==> images/layer_met3.png <==
Cells faint in the background.
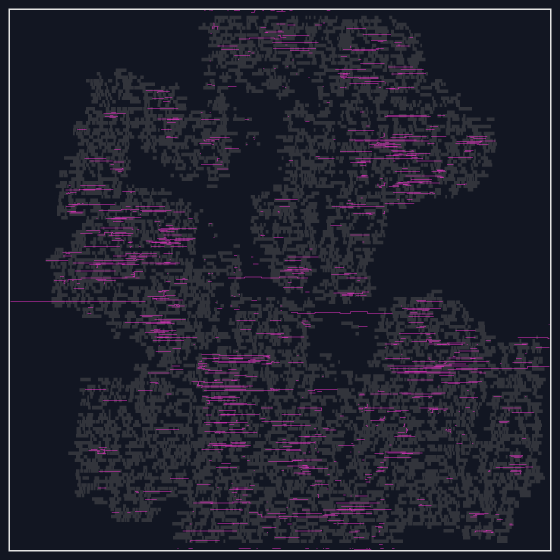
==> images/clk_routes.png <==
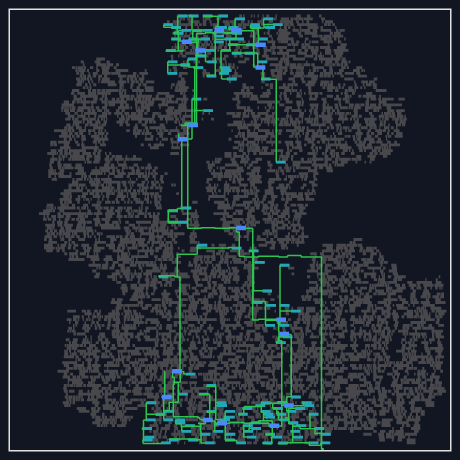
==> images/congestion.png <==
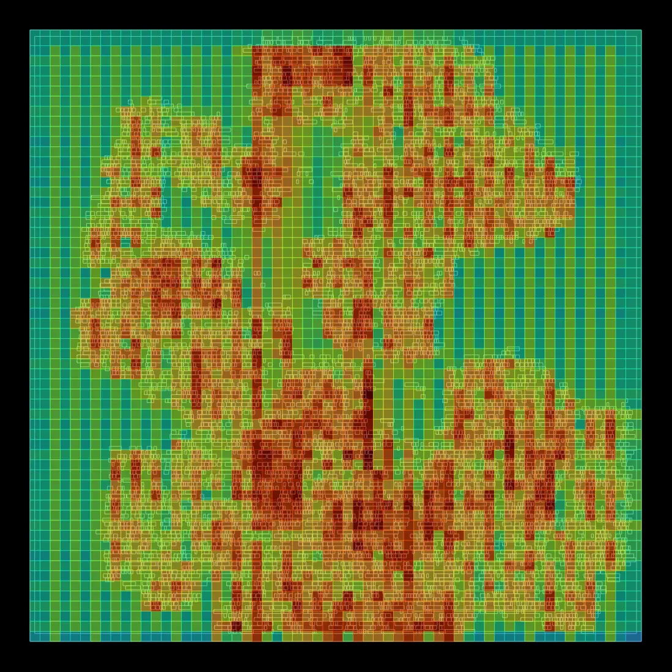
[src/rtl/aes_pkg.sv]
// Shared AES constants and helpers.
//   AES_NR / AES_KEY_W / AES_WORD_W : AES-128 geometry (Nk=4, Nr=10)
//   RCON                            : round constants for rounds 1..10
//   state_t                         : key-schedule FSM states
//   gf_mul / rcon_of                : GF(2^8) multiply, guarded RCON lookup
package aes_pkg;

  localparam int AES_NR     = 10;
  localparam int AES_KEY_W  = 128;
  localparam int AES_WORD_W = 32;

  localparam logic [7:0] RCON [1:10] = '{
    8'h01, 8'h02, 8'h04, 8'h08, 8'h10, 8'h20, 8'h40, 8'h80, 8'h1b, 8'h36
  };

  typedef enum logic {
    IDLE = 1'b0,
    OUT  = 1'b1
  } state_t;

  // Multiply in GF(2^8) modulo x^8+x^4+x^3+x+1.
  function automatic logic [7:0] gf_mul(input logic [7:0] a, input logic [7:0] b);
    logic [7:0] p;
    logic [7:0] aa;
    p  = 8'h00;
    aa = a;
    for (int i = 0; i < 8; i++) begin
      if (b[i]) p = p ^ aa;
      aa = {aa[6:0], 1'b0} ^ (aa[7] ? 8'h1b : 8'h00);
    end
    return p;
  endfunction

  // RCON for a round index; indices outside 1..10 yield 0 so the lookup
  // stays in range when the schedule is already on its last key.
  function automatic logic [7:0] rcon_of(input logic [3:0] round);
    logic [7:0] r;
    r = 8'h00;
    for (int i = 1; i <= 10; i++) begin
      if (round == 4'(i)) r = RCON[i];
    end
    return r;
  endfunction

endpackage

[src/rtl/aes_sbox.sv]
// AES forward byte S-box, computed rather than tabulated.
//   a : input byte
//   s : substituted byte
// The multiplicative inverse is a^254 (0 maps to 0), followed by the
// standard affine transform with constant 8'h63.
module aes_sbox
  import aes_pkg::*;
(
  input  logic [7:0] a,
  output logic [7:0] s
);

  logic [7:0] x2, x3, x6, x12, x14, x15, x30, x60, x120, x240, inv;

  always_comb begin
    x2   = gf_mul(a, a);
    x3   = gf_mul(x2, a);
    x6   = gf_mul(x3, x3);
    x12  = gf_mul(x6, x6);
    x14  = gf_mul(x12, x2);
    x15  = gf_mul(x12, x3);
    x30  = gf_mul(x15, x15);
    x60  = gf_mul(x30, x30);
    x120 = gf_mul(x60, x60);
    x240 = gf_mul(x120, x120);
    inv  = gf_mul(x240, x14);
  end

  localparam logic [7:0] AFFINE_C = 8'h63;

  always_comb begin
    s = 8'h00;
    for (int i = 0; i < 8; i++) begin
      s[i] = inv[i] ^ inv[(i + 4) % 8] ^ inv[(i + 5) % 8] ^
             inv[(i + 6) % 8] ^ inv[(i + 7) % 8] ^ AFFINE_C[i];
    end
  end

endmodule

[src/rtl/aes_sub_word.sv]
// 32-bit SubWord: byte S-box applied independently to each byte.
//   w_in  : input word
//   w_out : substituted word, same byte order
module aes_sub_word
  import aes_pkg::*;
(
  input  logic [AES_WORD_W-1:0] w_in,
  output logic [AES_WORD_W-1:0] w_out
);

  aes_sbox u_sbox3 (.a(w_in[31:24]), .s(w_out[31:24]));
  aes_sbox u_sbox2 (.a(w_in[23:16]), .s(w_out[23:16]));
  aes_sbox u_sbox1 (.a(w_in[15:8]),  .s(w_out[15:8]));
  aes_sbox u_sbox0 (.a(w_in[7:0]),   .s(w_out[7:0]));

endmodule

[src/rtl/aes_key_expand.sv]
// AES-128 key schedule: emits round keys 0..10, one per handshake.
//   clk, rst_n : clock, asynchronous active-low reset
//   start, key : begin expansion of key (accepted only in IDLE)
//   rk_ready   : consumer takes rk this cycle
//   busy       : expansion in progress
//   rk_valid   : rk / rk_round hold a round key
//   rk_round   : round index of rk (0..10)
//   rk         : round key, w0 in [127:96]
//   done       : one-cycle pulse after the round-10 handshake
//   state_dbg  : current FSM state (IDLE=0, OUT=1)
// Handshake: a key transfers on a rising edge where rk_valid && rk_ready;
// while rk_valid is high and rk_ready is low, rk and rk_round hold steady.
module aes_key_expand
  import aes_pkg::*;
(
  input  logic                 clk,
  input  logic                 rst_n,
  input  logic                 start,
  input  logic [AES_KEY_W-1:0] key,
  input  logic                 rk_ready,
  output logic                 busy,
  output logic                 rk_valid,
  output logic [3:0]           rk_round,
  output logic [AES_KEY_W-1:0] rk,
  output logic                 done,
  output logic                 state_dbg
);

  localparam logic [3:0] LAST_ROUND = 4'(AES_NR);

  state_t state;

  logic [AES_WORD_W-1:0] w0, w1, w2, w3;
  logic [AES_WORD_W-1:0] rot_w, sub_w, t;
  logic [AES_WORD_W-1:0] n0, n1, n2, n3;

  assign w0 = rk[127:96];
  assign w1 = rk[95:64];
  assign w2 = rk[63:32];
  assign w3 = rk[31:0];

  assign rot_w = {w3[23:0], w3[31:24]};

  aes_sub_word u_sub_word (.w_in(rot_w), .w_out(sub_w));

  // Single-cycle next-key path: rk register -> SubWord -> XOR chain -> rk D.
  assign t  = sub_w ^ {rcon_of(rk_round + 4'd1), 24'h000000};
  assign n0 = w0 ^ t;
  assign n1 = w1 ^ n0;
  assign n2 = w2 ^ n1;
  assign n3 = w3 ^ n2;

  assign state_dbg = state;

  always_ff @(posedge clk or negedge rst_n) begin
    if (!rst_n) begin
      state    <= IDLE;
      rk       <= '0;
      rk_round <= '0;
      rk_valid <= 1'b0;
      busy     <= 1'b0;
      done     <= 1'b0;
    end else begin
      done <= 1'b0;
      case (state)
        IDLE: begin
          if (start) begin
            rk       <= key;
            rk_round <= '0;
            rk_valid <= 1'b1;
            busy     <= 1'b1;
            state    <= OUT;
          end
        end
        OUT: begin
          if (rk_ready) begin
            if (rk_round == LAST_ROUND) begin
              rk_valid <= 1'b0;
              busy     <= 1'b0;
              done     <= 1'b1;
              state    <= IDLE;
            end else begin
              rk       <= {n0, n1, n2, n3};
              rk_round <= rk_round + 4'd1;
            end
          end
        end
        default: state <= IDLE;
      endcase
    end
  end

endmodule

[config.mk]
export PLATFORM = sky130hd
export DESIGN_NAME = aes_key_expand
export DESIGN_NICKNAME = d
export VERILOG_FILES = /design/src/rtl/aes_pkg.sv /design/src/rtl/aes_sbox.sv /design/src/rtl/aes_sub_word.sv /design/src/rtl/aes_key_expand.sv
export SDC_FILE = /design/constraint.sdc
export NUM_CORES = 2
export LEC_CHECK = 0
export ABC_AREA = 0
export CORE_MARGIN = 3
export CORE_UTILIZATION = 35
export DETAILED_ROUTE_END_ITERATION = 12
export DONT_BUFFER_PORTS = 1
export HOLD_SLACK_MARGIN = 0.03
export SLEW_MARGIN = 20
export SYNTH_ARGS = -nofsm -noshare
export SYNTH_HDL_FRONTEND = slang
export SYNTH_HIERARCHICAL = 1
export SYNTH_SLANG_ARGS = --single-unit
[constraint.sdc]
create_clock -name clk -period 46.9 [get_ports clk]
set_input_delay 7.035 -clock clk [delete_from_list [all_inputs] [get_ports clk]]
set_output_delay 7.035 -clock clk [all_outputs]
set_load 0.01 [all_outputs]
==> run notes <==
Notes on the physical design

In the global route stage, met3 resource usage came out at under 10%. The slowest stage of the critical path is the dfrtp_1 cell. The top logic cell family in the synthesized netlist is XOR/XNOR gates. The synthesized area per cell is 7.66 µm².

The xor and xnor fraction of the mapped netlist area is a little over two fifths. For reference, the critical path is captured by rk[15]$_DFFE_PN0P_. The flow ran to the end, and the final reports show no timing, DRC or antenna violations. At the worst endpoint, the arrival time is 23,180 ps. The cell with the most instances after synthesis is xnor2_1.

Registers take 3380 µm². The critical path starts at rk[0]$_DFFE_PN0P_. The setup slack of the most critical reg-to-reg path is ~24,000 ps. Gates resized during post-CTS repair numbered 0.

The total congestion overflow after global routing is 0. Per the synthesis report, the dominant area consumer among library cells is xnor2_1. The main area contributors are xnor2_1 18%, xnor3_1 10%, nor2_1 6.2%. OpenROAD reports that the post-layout worst path occupies 48.5% of the period. The well-tap cell count is approximately 2,200.

OpenROAD emitted warnings numbering 31. The total of warnings raised by yosys is 6. Counting the fill cells in the layout gives 17,400. The synthesized net count is ~7,900. Summed over all nets, wire length on met2 after detailed routing comes to just over 90,000 µm.

In the final layout, the share of cells above drive strength 1 is 9.68%. Looking at the reg2reg group, the worst path ends at rk[15]$_DFFE_PN0P_. The core utilization at floorplan is a little over a third. By area, multi-input combinational cells come first.

The first TritonRoute pass finished after 7 iterations. The height of the die is 418 µm. In the routed design, unresolved DRC markers number 0.

According to the CTS report, the clock sink count is 135. Non-clock inverters in the final layout number ~120. Entering global routing, the biggest net connects between 100 and 150 pins. The buffer count from post-CTS setup fixing is 0.

Adding up every negative setup slack in the final design gives 0 ps. The slack of the critical path is ~24,000 ps. The count of state elements after synthesis is about 140. Looking at hold timing, the worst path starts from rk[11]$_DFFE_PN0P_. Looking at the critical path, the highest net fanout was 36. The report counts max-capacitance violations totalling 0. For this block, wires on met1 add up to 80,600 µm. The final net count is roughly 7,600.

The worst setup path is launched from a register. The global-route wire length before repair is 296,000 µm. The number of slew-limit violations in the final report is 0.

The share of flip-flops with an asynchronous set or reset after synthesis is 100%. The area fraction of clock buffers and clock inverters is less than 1%.

TritonCTS built the clock tree. After synthesis, flip-flops and latches occupy 5.69% of the total area. The distinct cell type count after synthesis is roughly 110. The highest achievable clock rate is 0.0439 GHz. In this run, the synthesized area fraction spent on and/or/nand/nor cells is recorded as about 22%.

The cell count listed in synth_stat.txt is 7,744. rk holds more flip-flops than any other register.

The count of plain and timing-repair buffers is between 200 and 250. The area growth from synthesis to layout is 4.35%. For this design the top-level I/O count stands at approximately 270. The fraction of cell area in sequential cells is reported as under 10%. The routed design shows a via density per instance of between 5 and 6. The overall die width is around 420 µm. STA classifies the critical path endpoint as a register. STA shows the worst reg2reg path with a cell count of 70. The clock period minus final worst setup slack is ~23,000 ps. Setup repair after global routing left no endpoint under its margin. The placer's final routability congestion estimate is 0.912. Counting the clock-network buffers in the layout gives 18. Prior to clock tree synthesis, the placed netlist has a worst setup slack of roughly 24,000 ps. The remaining antenna violation count after routing is 0.
## Picture notes: layer_met3.png
main direction: horizontal
wire length on this layer: 8,510 µm
nets with wire on the layer: 598
longest straight run: 104 µm
share of all routed wire: 4.5%
vias post-DR: 55,200
detailed-route wire length: 190,000 µm

## Picture notes: clk_routes.png
[flip-flops] cyan | count: 135
[clock wires] green | length: 3,280 µm
[clock drivers] blue | count: 17
routed clock nets: 18
setup clock skew after layout: 29.6 ps
clock latency reported for the late side of the worst-skew pair: 510 ps

## Picture notes: congestion.png
routing usage on met2: 35.2%
aggregate global-route resource usage: 20.7%
Finished Core Util: 36.9%
average wire length per cell after detail routing: 19.7 µm
most crowded layer after global routing: met2

